`src/rtl/mem_port_arbiter.sv`:
```
`default_nettype none
// ============================================================================
// Module      : mem_port_arbiter
// Description : Round-robin arbiter sharing one data-cache port between
//               NUM_REQ load/store requesters. Each access runs through
//               ISSUE, an optional WAIT_FILL bounded by a watchdog, and DONE,
//               which returns a one-cycle done pulse plus read data.
// Revision    : 1.0 - initial release
// ============================================================================
module mem_port_arbiter #(
   parameter int NUM_REQ = 4,
   parameter int ADDR_W  = 12,
   parameter int DATA_W  = 8,
   parameter int TIMEOUT = 15
) (
   input  logic                        clk,
   input  logic                        rst,
   input  logic [NUM_REQ-1:0]          req,
   input  logic [NUM_REQ-1:0]          we,
   input  logic [NUM_REQ*ADDR_W-1:0]   addr,
   input  logic [NUM_REQ*DATA_W-1:0]   wdata,
   output logic [NUM_REQ-1:0]          done,
   output logic                        err,
   output logic [DATA_W-1:0]           rdata,
   output logic                        cache_valid,
   output logic                        cache_we,
   output logic [ADDR_W-1:0]           cache_addr,
   output logic [DATA_W-1:0]           cache_wdata,
   input  logic                        cache_hit,
   input  logic                        cache_ready,
   input  logic [DATA_W-1:0]           cache_rdata
);

   localparam int IDX_W = (NUM_REQ > 1) ? $clog2(NUM_REQ) : 1;

   typedef enum logic [1:0] {
      IDLE      = 2'd0,
      ISSUE     = 2'd1,
      WAIT_FILL = 2'd2,
      DONE      = 2'd3
   } state_t;

   state_t             state;
   logic [IDX_W-1:0]   ptr;
   logic [IDX_W-1:0]   owner;
   logic               owner_we;
   logic [ADDR_W-1:0]  owner_addr;
   logic [DATA_W-1:0]  owner_wdata;
   logic [7:0]         count;

   logic [ADDR_W-1:0]  addr_arr  [NUM_REQ];
   logic [DATA_W-1:0]  wdata_arr [NUM_REQ];

   logic               sel_found;
   logic [IDX_W-1:0]   sel_idx;
   logic [IDX_W:0]     cand;

   // Split the packed request buses into per-requester slices
   for (genvar gi = 0; gi < NUM_REQ; gi++) begin : g_unpack
      assign addr_arr[gi]  = addr[gi*ADDR_W +: ADDR_W];
      assign wdata_arr[gi] = wdata[gi*DATA_W +: DATA_W];
   end

   // Pick the first active requester at or after ptr, wrapping around
   always_comb begin
      sel_found = 1'b0;
      sel_idx   = '0;
      cand      = '0;
      for (int i = 0; i < NUM_REQ; i++) begin
         cand = {1'b0, ptr} + (IDX_W+1)'(i);
         if (cand >= (IDX_W+1)'(NUM_REQ)) begin
            cand = cand - (IDX_W+1)'(NUM_REQ);
         end
         if (!sel_found && req[cand[IDX_W-1:0]]) begin
            sel_found = 1'b1;
            sel_idx   = cand[IDX_W-1:0];
         end
      end
   end

   // Access sequencer; every output is registered and set on the edge that
   // enters the state in which it is defined, so it clears on the next edge
   always_ff @(posedge clk) begin
      if (rst) begin
         state       <= IDLE;
         ptr         <= '0;
         owner       <= '0;
         owner_we    <= 1'b0;
         owner_addr  <= '0;
         owner_wdata <= '0;
         count       <= '0;
         done        <= '0;
         err         <= 1'b0;
         rdata       <= '0;
         cache_valid <= 1'b0;
         cache_we    <= 1'b0;
         cache_addr  <= '0;
         cache_wdata <= '0;
      end else begin
         done        <= '0;
         err         <= 1'b0;
         rdata       <= '0;
         cache_valid <= 1'b0;
         cache_we    <= 1'b0;
         cache_addr  <= '0;
         cache_wdata <= '0;
         case (state)
            IDLE: begin
               if (sel_found) begin
                  owner       <= sel_idx;
                  owner_we    <= we[sel_idx];
                  owner_addr  <= addr_arr[sel_idx];
                  owner_wdata <= wdata_arr[sel_idx];
                  cache_valid <= 1'b1;
                  cache_we    <= we[sel_idx];
                  cache_addr  <= addr_arr[sel_idx];
                  cache_wdata <= wdata_arr[sel_idx];
                  state       <= ISSUE;
               end
            end
            ISSUE: begin
               if (cache_hit) begin
                  done  <= {{(NUM_REQ-1){1'b0}}, 1'b1} << owner;
                  rdata <= owner_we ? '0 : cache_rdata;
                  state <= DONE;
               end else begin
                  count <= '0;
                  state <= WAIT_FILL;
               end
            end
            WAIT_FILL: begin
               count <= count + 8'd1;
               // A fill arriving in the watchdog's final cycle still wins
               if (cache_ready) begin
                  done  <= {{(NUM_REQ-1){1'b0}}, 1'b1} << owner;
                  rdata <= owner_we ? '0 : cache_rdata;
                  state <= DONE;
               end else if (count == 8'(TIMEOUT)) begin
                  done  <= {{(NUM_REQ-1){1'b0}}, 1'b1} << owner;
                  err   <= 1'b1;
                  state <= DONE;
               end
            end
            DONE: begin
               ptr   <= (owner == IDX_W'(NUM_REQ-1)) ? '0 : owner + IDX_W'(1);
               state <= IDLE;
            end
            default: state <= IDLE;
         endcase
      end
   end

endmodule
`default_nettype wire

```
`config.mk`:
```
export PLATFORM = sky130hd
export DESIGN_NAME = mem_port_arbiter
export DESIGN_NICKNAME = d
export VERILOG_FILES = /design/src/rtl/mem_port_arbiter.sv
export SDC_FILE = /design/constraint.sdc
export NUM_CORES = 1
export LEC_CHECK = 0
export CORE_UTILIZATION = 42
export CTS_CLUSTER_DIAMETER = 120
export DETAILED_ROUTE_END_ITERATION = 8
export MAX_ROUTING_LAYER = met4
export PLACE_DENSITY = 0.95
export SYNTH_ARGS = -nofsm -noshare
export SYNTH_HDL_FRONTEND = slang
export SYNTH_SLANG_ARGS = --single-unit
```
`constraint.sdc`:
```
create_clock -name clk -period 3.39 [get_ports clk]
set_input_delay 0.339 -clock clk [delete_from_list [all_inputs] [get_ports clk]]
set_output_delay 0.339 -clock clk [all_outputs]
set_load 0.01 [all_outputs]
```
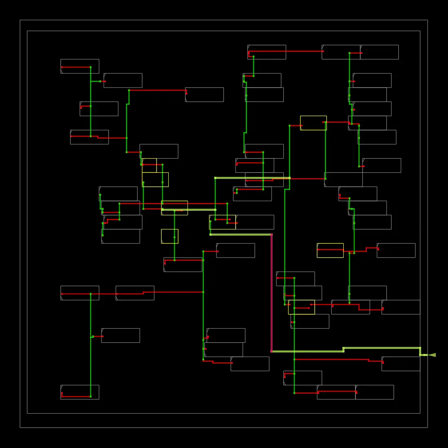
Fig. 1. Clock nets (run 1).
CTS buffer count: 5
Clk Latency, worst-skew pair: 300 ps
clk pwr: 0.000376 W

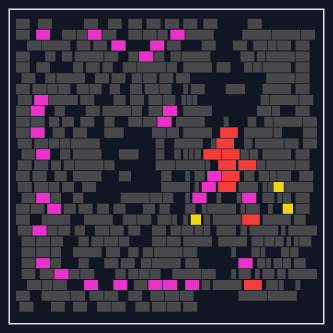
Fig. 2. Selected gate families (run 1).
(4 px per um)
- mux cells: magenta (cells 27; most used mux2i_1)
- non-inverting ao/oa cells: yellow (cells 3; most used a21o_1)
- fa/ha/maj cells: red (cells 10; most used ha_1)

==> flow_summary.json, run 1 <==
{
  "cpMostUsedCell": "a211oi_1",
  "synthDistinctLibCells": 32,
  "cap_violations": 0,
  "slew_violations": 0,
  "htreeDepth": 2,
  "placed_area_um2": 3840,
  "cts_hold_buf": 0,
  "tool_warnings": 33,
  "clock_path_buffers": 2,
  "whs_path_depth": 2,
  "postSynthCellCount": 250,
  "maxSlewHeadroom_pct": 35.7,
  "rr_worst_depth": 6,
  "final_design_area_no_fill_um2": 3940,
  "fin_crit_sh_pct": 73.5,
  "cts.clk_slew.worst_paths_ps": 90,
  "ant_nets": 0,
  "post-route-util_pct": 71.1,
  "yosys_cells": 250,
  "slowest_stage": "or3_2",
  "max_freq_mhz": 401,
  "cpPeakStageDelay_ps": 910,
  "ys_sh_xor_pct": 2.51,
  "port_buffers": 134,
  "cts_resized": 0,
  "ioPinCount": 135,
  "clock_skew_ps": 4.10,
  "drtIter0Drc": 61,
  "yosys-mux-area-fraction_pct": 11.1,
  "ys_top_logic_family": "simple AND/OR/NAND/NOR gates",
  "gp_congestion": 0.765,
  "hpwl_um": 5020,
  "grt_use_met3_pct": 4.53,
  "setup.worst_path.start_class": "input port",
  "diodes": 0,
  "die_width_um": 78.3,
  "top_cell": "dfxtp_1",
  "ys_sh_adder_pct": 5.12,
  "finalHoldViolations": 0,
  "initial_utilization_pct": 44.1,
  "lay_top_count": "clkdlybuf4s50_1",
  "post_cts_buffers": 0,
  "core_area_um2": 5540,
  "simple_gate_share_pct": 18.5,
  "grt_max_degree": 44,
  "cts_tree": "built",
  "cp.depth": 6,
  "drc": 0,
  "enable_flop_cells": 0,
  "synthesis.nets": 360,
  "track_usage_pct": 21.9,
  "period_needed_ps": 2490,
  "endpoint_kind": "flop",
  "synthesis.area_um2": 2440,
  "p_per_area_nw_per_um2": 471,
  "synthFlopType": "dfxtp_1",
  "path_max_fanout": 43,
  "grt_pass1_vias": 2373,
  "antenna_found_initial": 0,
  "cp_cell_sequence": "clkdlybuf4s50_1 > nor2_1 > buf_4 > or3_2 > a211oi_1 > a211oi_1",
  "die_y_um": 78.3,
  "ys_seq_share_pct": 41.0,
  "cts_root_buffer": "clkbuf_8",
  "clock-sinks": 50,
  "avgSynthCellArea_um2": 9.77,
  "leakage_nw": 1.50,
  "async_reset_ff_share_pct": 0,
  "drive_above_1_share_pct": 4.49,
  "post_drt_wl_per_cell_um": 14.3,
  "setup_viol": 0,
  "crit_buf_inv": 2,
  "run_status": "finished clean",
  "setup_tns_ps": 0,
  "top_area_cell": "dfxtp_1",
  "viasPerCell": 5.27,
  "worst_pin_slew_ps": 964,
  "path_class": "input port to flop",
  "grt_setup_unrepaired": "no",
  "whs_ps": 516,
  "first_pass_iters": 4,
  "hp-class": "flop to flop",
  "topCellsByArea": "dfxtp_1 41%, a211oi_1 13%, mux2i_1 11%, nor4b_1 7.2%, ha_1 5.1%",
  "cp.required_ps": 3570,
  "ys_warn_count": 0,
  "ys_area_um2": 2440,
  "ir_worst_vdd_uv": 309,
  "cp_data_arrival_time_ps": 2670,
  "rows": 27,
  "synth_top_area_share_pct": 41.0,
  "aoi_share_pct": 16.8,
  "n_fill_cell": 432,
  "synth-seq-cells": 50,
  "busiest_layer": "met2",
  "via_count": 2377,
  "lay_top_cells": "134 x clkdlybuf4s50_1, 50 x dfxtp_1, 42 x a211oi_1, 27 x mux2i_1, 20 x nor4b_1",
  "die-area_um2": 6120,
  "grt_util_met1_pct": 21.8,
  "grt_util_met2_pct": 42.0,
  "grt_pass1_wl_um": 10300,
  "cp_top_family": "simple AND/OR/NAND/NOR gates",
  "fin_nets": 488,
  "grt_overflow": 0,
  "syn_to_final_growth_pct": 61.2,
  "wirelength_um": 6430,
  "yosys-top-cells-count": "50 x dfxtp_1, 42 x a211oi_1, 27 x mux2i_1, 20 x nor4b_1, 14 x nor2_1"
}
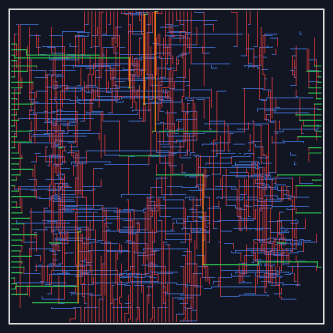
Fig. 3. Metal layers overlaid (run 1).
(4 px per um)
- M4: orange (wire length 100 um)
- M3: green (wire length 342 um)
- M2: red (wire length 3490 um)
- M1: blue (wire length 2500 um)

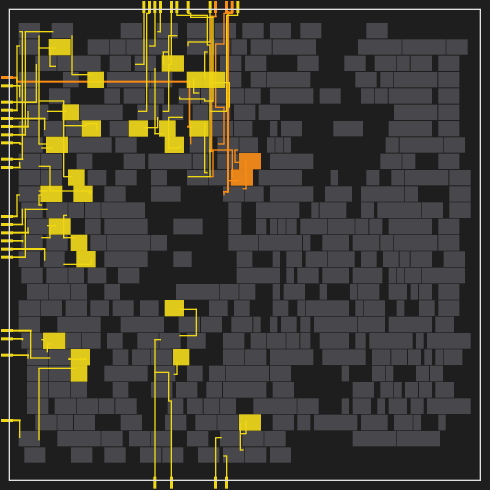
Fig. 4. I/O nets highlighted (run 1).
(6 px per um)
- wdata: yellow (direction input; edge 19 left, 9 top, 4 bottom; end cells 24; buffers 32; wire 550 um)
- we: orange (direction input; edge 3 top, 1 left; end cells 2; buffers 4; wire 146 um)

run 1: tightest hold or removal path, delay by kind of cell (launching register included):
family           cells  cell delay [ps]
flip-flops           1              350
AND/OR/NAND/NOR      2              130
run 1: sequential cells by signal (all words and copies together) (netlist names):
name,cells
rdata,8
cache_we,1
owner_we,1
done,4
err,1
ptr,2
owner,2
cache_wdata,8
cache_addr,12
count,8
state,2
cache_valid,1
run 1: layout make-up:
type                    count  area (um2)  area share, %
inverters                   8        30.0          0.763
clock inverters             2        16.3          0.413
multi-input cells         174        1340           34.0
flip-flops and latches     50        1000           25.4
well taps                  72        90.1           2.29
clock buffers               6        82.6           2.10
repair buffers            139        1380           35.0
run 1: through the flow:
step	cells	total power (W)	setup slack, ps
2_1_floorplan	250	0.00115	1580
3_3_place_gp	443	0.00147	669
3_5_place_dp	443	0.00150	569
4_1_cts	451	0.00187	891
5_1_grt	451	0.00197	754
6_report	451	0.00185	899
run 1: power breakdown:
group | switching, W | leakage, nW | internal (W)
Sequential | 0.0000533 | 0.408 | 0.000688
Combinational | 0.000348 | 1.04 | 0.000389
Clock | 0.000207 | 0.0478 | 0.000168
Total | 0.000609 | 1.50 | 0.00125
run 1: logic make-up after synthesis:
kind of cell,count (synthesis)
mux,27
flops,50
xor+xnor,7
compound gates,57
buf+inv,26
simple gates,73
fa+ha+maj,10
run 1: layer usage:
metal  up-vias  part of all wire (%)
met5         -                     0
met4         0                   1.5
met3        10                   5.3
met2        84                    54
met1      1095                    39
li1       1188                     -
run 1: path summary, 6_finish.rpt:
| kind | from | endpoint | slack, ps |
|---|---|---|---|
| worst min-delay path | owner[1] | owner[1] | 520 |
| worst min register to register | owner[1] | owner[1] | 520 |
| worst max-delay path | req[3] | cache_addr[8] | 900 |
| worst max register to register | ptr[1] | owner_we | 1090 |
Fig. 5: run 1, sequential cells grouped by signal name
(4 px per um) Other sequential cells in the stronger grey, the rest of the logic in the fainter grey.
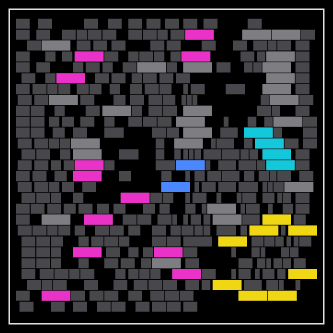

## Run 2: what changed since run 1
--- a/config.mk
+++ b/config.mk
@@ -5,11 +5,11 @@
 export SDC_FILE = /design/constraint.sdc
 export NUM_CORES = 1
 export LEC_CHECK = 0
-export CORE_UTILIZATION = 42
+export CORE_UTILIZATION = 39
 export CTS_CLUSTER_DIAMETER = 120
 export DETAILED_ROUTE_END_ITERATION = 8
 export MAX_ROUTING_LAYER = met4
-export PLACE_DENSITY = 0.95
+export PLACE_DENSITY = 0.92
 export SYNTH_ARGS = -nofsm -noshare
 export SYNTH_HDL_FRONTEND = slang
 export SYNTH_SLANG_ARGS = --single-unit
==> constraint.sdc (replaced) <==
create_clock -name clk -period 2.36 [get_ports clk]
set_input_delay 0.236 -clock clk [delete_from_list [all_inputs] [get_ports clk]]
set_output_delay 0.236 -clock clk [all_outputs]
set_load 0.01 [all_outputs]
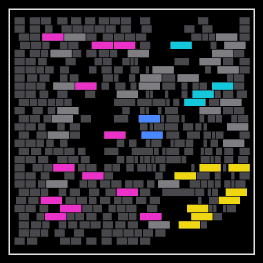
Fig. 6. Sequential cells grouped by signal name (run 2).
(3 px per um) Other sequential cells in the stronger grey, the rest of the logic in the fainter grey.
- done: cyan (sequential cells 4)
- ptr: blue (sequential cells 2)
- count: yellow (sequential cells 8; where lower right)
- cache_addr: magenta (sequential cells 12)
- not coloured: 24

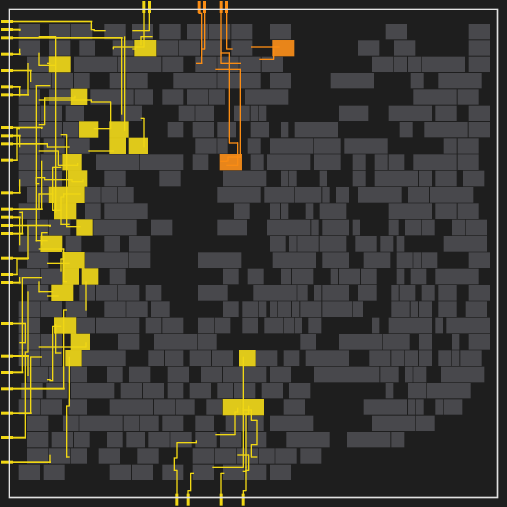
Fig. 7. I/O nets highlighted (run 2).
(6 px per um)
- we: orange (direction input; edge top; end cells 2; buffers 4; wire 90.4 um)
- wdata: yellow (direction input; edge 26 left, 4 bottom, 2 top; end cells 24; buffers 32; wire 608 um)

==> run 2 against run 1 <==
Final cell count increased by 1.8%. Area after synthesis stayed put. Sequential power increased by 43%. Die area rose by 7.5%. Non-clock buffer count increased by 5. Sequential share of layout area decreased by 0.43 points. Via count up 3.4%. Combinational power up 52%. Flip-flop count did not move. Worst hold slack worse by 33 ps. Wire length rose by 8.4%. Critical path type is now flop to flop.
==> flow_summary.json, run 2 <==
{
  "wirelength_um": 6970,
  "cts_buffers": 5,
  "slew_violations": 0,
  "lay_top_count": "clkdlybuf4s50_1",
  "setup.worst_path.start_class": "flop",
  "wl_met2_um": 3750,
  "cts_hold_buf": 0,
  "core_area_um2": 5990,
  "power_frac_seq_pct": 38.0,
  "hpwl_um": 5410,
  "post_cts_buffers": 0,
  "setup_viol": 0,
  "ioPinCount": 135,
  "totalPowerFinal_w": 0.00280,
  "drt-met1-wl_um": 2700,
  "clock_path_buffers": 2,
  "post_drt_wl_per_cell_um": 15.2,
  "cp_data_arrival_time_ps": 2250,
  "ys_warn_count": 0,
  "grt_pass1_wl_um": 10700,
  "p_clk_share_pct": 21.9,
  "htreeDepth": 2,
  "rows": 28,
  "path_class": "flop to flop",
  "largest_register_ffs": 12,
  "yosys-top-cells-count": "50 x dfxtp_1, 42 x a211oi_1, 27 x mux2i_1, 20 x nor4b_1, 14 x nor2_1",
  "diodes": 0,
  "slowest_stage": "dfxtp_1",
  "grt_use_met3_pct": 5.62,
  "avgSynthCellArea_um2": 9.77,
  "power_switching_w": 0.000897,
  "period_needed_ps": 2070,
  "syn_to_final_growth_pct": 64.0,
  "drive_above_1_share_pct": 5.73,
  "run_status": "finished clean",
  "grt_setup_unrepaired": "no",
  "drtIter0Drc": 94,
  "cp_top_family": "simple AND/OR/NAND/NOR gates",
  "cts_root_buffer": "clkbuf_8",
  "dp.cells": 451,
  "switching_share_pct": 32.1,
  "p_per_area_nw_per_um2": 699,
  "grt_overflow": 0,
  "synth-seq-cells": 50,
  "gp_congestion": 0.794,
  "fin_nets": 493,
  "finalNonFillerCells": 459,
  "synthDistinctLibCells": 32,
  "regMostFlops": "cache_addr",
  "combPwrFrac_pct": 40.1,
  "clock-sinks": 50,
  "placed_area_um2": 3890,
  "setup_tns_ps": 0,
  "clock_skew_ps": 9.13,
  "topCellsByArea": "dfxtp_1 41%, a211oi_1 13%, mux2i_1 11%, nor4b_1 7.2%, ha_1 5.1%",
  "hp-class": "input port to flop",
  "cp_cell_sequence": "mux2i_1 > nor2_1 > or3_2 > buf_4 > a211oi_1 > a211oi_1",
  "met3WireLength_um": 418,
  "cpMostUsedCell": "a211oi_1",
  "grt_max_degree": 37,
  "ant_nets": 0,
  "setup_slack_ps": 293,
  "dp_slack_ps": 107,
  "async_reset_ff_share_pct": 0,
  "top_area_cell": "dfxtp_1",
  "antenna_found_initial": 0,
  "ir_worst_vdd_uv": 475,
  "max_freq_mhz": 484,
  "synthFlopType": "dfxtp_1",
  "postSynthCellCount": 250,
  "grt_util_met2_pct": 41.3,
  "synth_top_area_share_pct": 41.0,
  "p_int_w": 0.00190,
  "busiest_layer": "met2",
  "fin_crit_sh_pct": 87.6,
  "finalHoldViolations": 0,
  "post-route-util_pct": 66.9,
  "cts_tree": "built",
  "cpPeakStageDelay_ps": 480,
  "highest_layer": "met4",
  "lay_top_cells": "134 x clkdlybuf4s50_1, 50 x dfxtp_1, 42 x a211oi_1, 27 x mux2i_1, 20 x nor4b_1",
  "enable_flop_cells": 0
}
## run 2: cell types whose count changed in the layout (fill, tap and decap cells not counted), sizes merged
| cell | before | now |
|---|---|---|
| clkinvlp | 1 | 0 |
| bufinv | 0 | 1 |
| clkbuf | 6 | 5 |
| buf | 5 | 10 |
| clkinv | 0 | 1 |
## run 2: worst register-to-register path, cell delays in order (launching register included)
cell	delay, ps
dfxtp_1	480
mux2i_1	220
nor2_1	70
or3_2	460
buf_4	270
a211oi_1	360
a211oi_1	90
## run 2: final cells by class
| class | count | area [um2] | area share (%) |
|---|---|---|---|
| clock inverter | 3 | 43.8 | 1.09 |
| multi-input combinational | 174 | 1340 | 33.4 |
| tap | 75 | 93.8 | 2.34 |
| inverter | 8 | 30.0 | 0.750 |
| clock buffer | 5 | 68.8 | 1.72 |
| timing repair buffer | 144 | 1430 | 35.7 |
| sequential | 50 | 1000 | 25.0 |
## run 2: worst paths after layout
kind	startpoint	endpoint	cells past startpoint
setup / recovery	ptr[1]	cache_wdata[1]	6
hold / removal	cache_rdata[6]	rdata[6]	2
setup reg to reg	ptr[1]	cache_wdata[1]	6
hold reg to reg	owner[1]	owner[1]	2
## run 2: power by group through the flow
stage                     registers, W  clock network [W]  logic (W)
after floorplan                0.00112                  0   0.000531
after global placement         0.00108                  0    0.00107
after detailed placement       0.00108                  0    0.00112
after CTS                      0.00107           0.000627    0.00113
after global routing           0.00108           0.000669    0.00122
final                          0.00106           0.000614    0.00112
## run 2: kinds of logic (layout without fill, tap and decap cells)
kind of cell,Yosys count,after routing,share of synthesized area (%)
AOI/OAI and AO/OA,57,57,16.8
and+or+nand+nor,73,73,18.5
adders and majority gates,10,10,5.12
buffers and inverters,26,160,4.97
DFF,50,50,41.0
xor gates and xnor gates,7,7,2.51
muxes,27,27,11.1
## Run 3: what changed since run 2
--- a/config.mk
+++ b/config.mk
@@ -5,6 +5,7 @@
 export SDC_FILE = /design/constraint.sdc
 export NUM_CORES = 1
 export LEC_CHECK = 0
+export ABC_CLOCK_PERIOD_IN_PS = 2360
 export CORE_UTILIZATION = 39
 export CTS_CLUSTER_DIAMETER = 120
 export DETAILED_ROUTE_END_ITERATION = 8
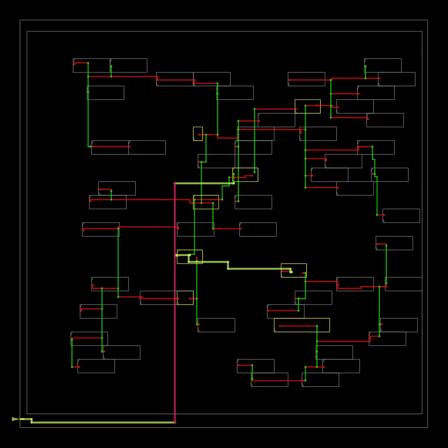
Fig. 8. Clock nets (run 3).
flip-flops: 50
clk pwr: 0.000614 W
CTS sink count: 50
clk_buf instances: 5
Fin Clk Skew: 9.13 ps

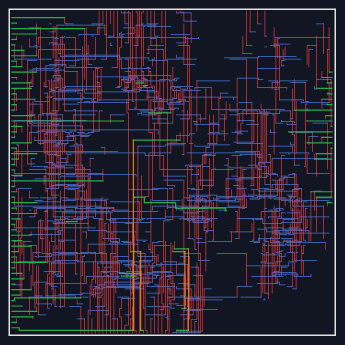
Fig. 9. Metal layers overlaid (run 3).
(4 px per um)
- M4: orange (wire length 102 um)
- M1: blue (wire length 2700 um)
- M3: green (wire length 419 um)
- M2: red (wire length 3750 um)

==> run 3 against run 2 <==
Sequential power is essentially flat. Register-to-register slack is essentially flat. Area after synthesis is the same. Wire length is the same. Power is the same. Maximum frequency is the same. Die area is the same. Global-route usage is the same. First-iteration DRC count is the same. Setup slack is the same. Non-clock buffer count is the same.
==> flow_summary.json, run 3 <==
{
  "drc": 0,
  "slew_violations": 0,
  "cap_violations": 0,
  "drive_above_1_share_pct": 5.73,
  "drtIter0Drc": 94,
  "insertion_delay_ps": 300,
  "setup.worst_path.start_class": "flop",
  "cts_root_buffer": "clkbuf_8",
  "final_design_area_no_fill_um2": 4010,
  "track_usage_pct": 22.2,
  "ioPinCount": 135,
  "n_fill_cell": 488,
  "die_width_um": 81.1,
  "top_cell": "dfxtp_1",
  "cts.clk_slew.worst_paths_ps": 100,
  "cp.required_ps": 2540,
  "lay_top_count": "clkdlybuf4s50_1",
  "power_switching_w": 0.000897,
  "die_y_um": 81.1,
  "fin_nets": 493,
  "worst_pin_slew_ps": 393,
  "wirelength_um": 6970,
  "grt_pass1_wl_um": 10700,
  "grt_setup_unrepaired": "no",
  "yosys_cells": 250,
  "synthesis.area_um2": 2440,
  "setup_viol": 0,
  "initial_utilization_pct": 40.8,
  "totalPowerFinal_w": 0.00280,
  "finalHoldViolations": 0,
  "rows": 28,
  "largest_register_ffs": 12,
  "cp_cell_sequence": "mux2i_1 > nor2_1 > or3_2 > buf_4 > a211oi_1 > a211oi_1",
  "leakage_nw": 1.54,
  "ys_warn_count": 0,
  "ys_seq_share_pct": 41.0,
  "comb_cell_power_w": 0.00112,
  "avgSynthCellArea_um2": 9.77,
  "power_leader": "combinational cells",
  "setup_tns_ps": 0,
  "cts_resized": 0,
  "path_max_fanout": 30,
  "rr_worst_depth": 6,
  "endpoint_kind": "flop",
  "power_frac_seq_pct": 38.0,
  "synthDistinctLibCells": 32,
  "top_area_cell": "dfxtp_1",
  "maxSlewHeadroom_pct": 73.4,
  "via_count": 2457,
  "ys_area_um2": 2440,
  "grt_max_degree": 37,
  "port_buffers": 134,
  "p_per_area_nw_per_um2": 699,
  "fin_crit_sh_pct": 87.6,
  "cpMostUsedCell": "a211oi_1",
  "ir_worst_vdd_uv": 475,
  "synthesis.nets": 360,
  "post_cts_buffers": 0,
  "grt_pass1_vias": 2467,
  "enable_flop_cells": 0,
  "whs_path_depth": 2,
  "synth_top_area_share_pct": 41.0,
  "sequentialPower_w": 0.00106,
  "grt_overflow": 0,
  "core_area_um2": 5990,
  "lay_top_cells": "134 x clkdlybuf4s50_1, 50 x dfxtp_1, 42 x a211oi_1, 27 x mux2i_1, 20 x nor4b_1",
  "syn_to_final_growth_pct": 64.0,
  "hpwl_um": 5410,
  "switching_share_pct": 32.1,
  "max_freq_mhz": 484,
  "first_pass_iters": 4,
  "cp_data_arrival_time_ps": 2250,
  "period_needed_ps": 2070,
  "cts_hold_buf": 0,
  "postSynthCellCount": 250,
  "viasPerCell": 5.35,
  "ant_nets": 0,
  "topCellsByArea": "dfxtp_1 41%, a211oi_1 13%, mux2i_1 11%, nor4b_1 7.2%, ha_1 5.1%",
  "antenna_found_initial": 0,
  "slowest_stage": "dfxtp_1",
  "p_clk_share_pct": 21.9,
  "tool_warnings": 33,
  "gp_congestion": 0.794,
  "diodes": 0,
  "path_class": "flop to flop",
  "cts_buffers": 5,
  "synth-seq-cells": 50,
  "p_int_w": 0.00190,
  "hp-class": "input port to flop",
  "synthFlopType": "dfxtp_1",
  "regMostFlops": "cache_addr",
  "yosys-top-cells-count": "50 x dfxtp_1, 42 x a211oi_1, 27 x mux2i_1, 20 x nor4b_1, 14 x nor2_1",
  "async_reset_ff_share_pct": 0,
  "die-area_um2": 6580,
  "run_status": "finished clean",
  "post_drt_wl_per_cell_um": 15.2,
  "cpPeakStageDelay_ps": 480,
  "placed_area_um2": 3890,
  "clock_path_buffers": 2,
  "htreeDepth": 2,
  "combPwrFrac_pct": 40.1,
  "cts_tree": "built"
}
-- run 3: cell counts after synthesis --
Identical to the previous run, type by type.
-- run 3: cells by family after synthesis --
kind of cell             Yosys count  synth area share (%)
AND-OR/OR-AND                     57                  16.8
XOR/XNOR                           7                  2.51
flip-flops                        50                  41.0
AND/OR/NAND/NOR                   73                  18.5
multiplexers                      27                  11.1
buffers and inverters             26                  4.97
adder cells (fa/ha/maj)           10                  5.12
-- run 3: area by class of cell --
| type | count | area [um2] | area share (%) |
|---|---|---|---|
| clock buffers | 5 | 68.8 | 1.72 |
| inverters | 8 | 30.0 | 0.750 |
| well taps | 75 | 93.8 | 2.34 |
| flip-flops and latches | 50 | 1000 | 25.0 |
| clock inverters | 3 | 43.8 | 1.09 |
| repair buffers | 144 | 1430 | 35.7 |
| multi-input cells | 174 | 1340 | 33.4 |
-- run 3: routing by layer --
| metal | global-route usage, % | wire length (um) |
|---|---|---|
| met1 | 22.0 | 2700 |
| met2 | 41.3 | 3750 |
| met4 | 8.39 | 102 |
| met5 | - | 0 |
| met3 | 5.62 | 418 |
-- run 3: final timing paths --
kind / startpoint / end / slack (ps)
max: ptr[1] / cache_wdata[1] / 290
min: cache_rdata[6] / rdata[6] / 480
max reg2reg: ptr[1] / cache_wdata[1] / 290
min reg2reg: owner[1] / owner[1] / 500
-- run 3: metrics by stage --
stage          hold slack (ps)  utilization (%)  std cells  setup WS (ps)
6_report                   483             66.9        459            293
2_1_floorplan              315                -        250            548
3_5_place_dp               483             65.0        451            107
3_3_place_gp               473             65.0        451            193
5_1_grt                    475             66.9        459            169
4_1_cts                    474             66.9        459            331
-- run 3: critical path: cells and delay by family (launching register included) --
family,cells,cell delay (ps)
flops,1,480
simple gates,2,530
buf+inv,1,270
compound gates,2,440
mux,1,220
Power figures rest on the tool's default switching activity, not on a simulated workload.
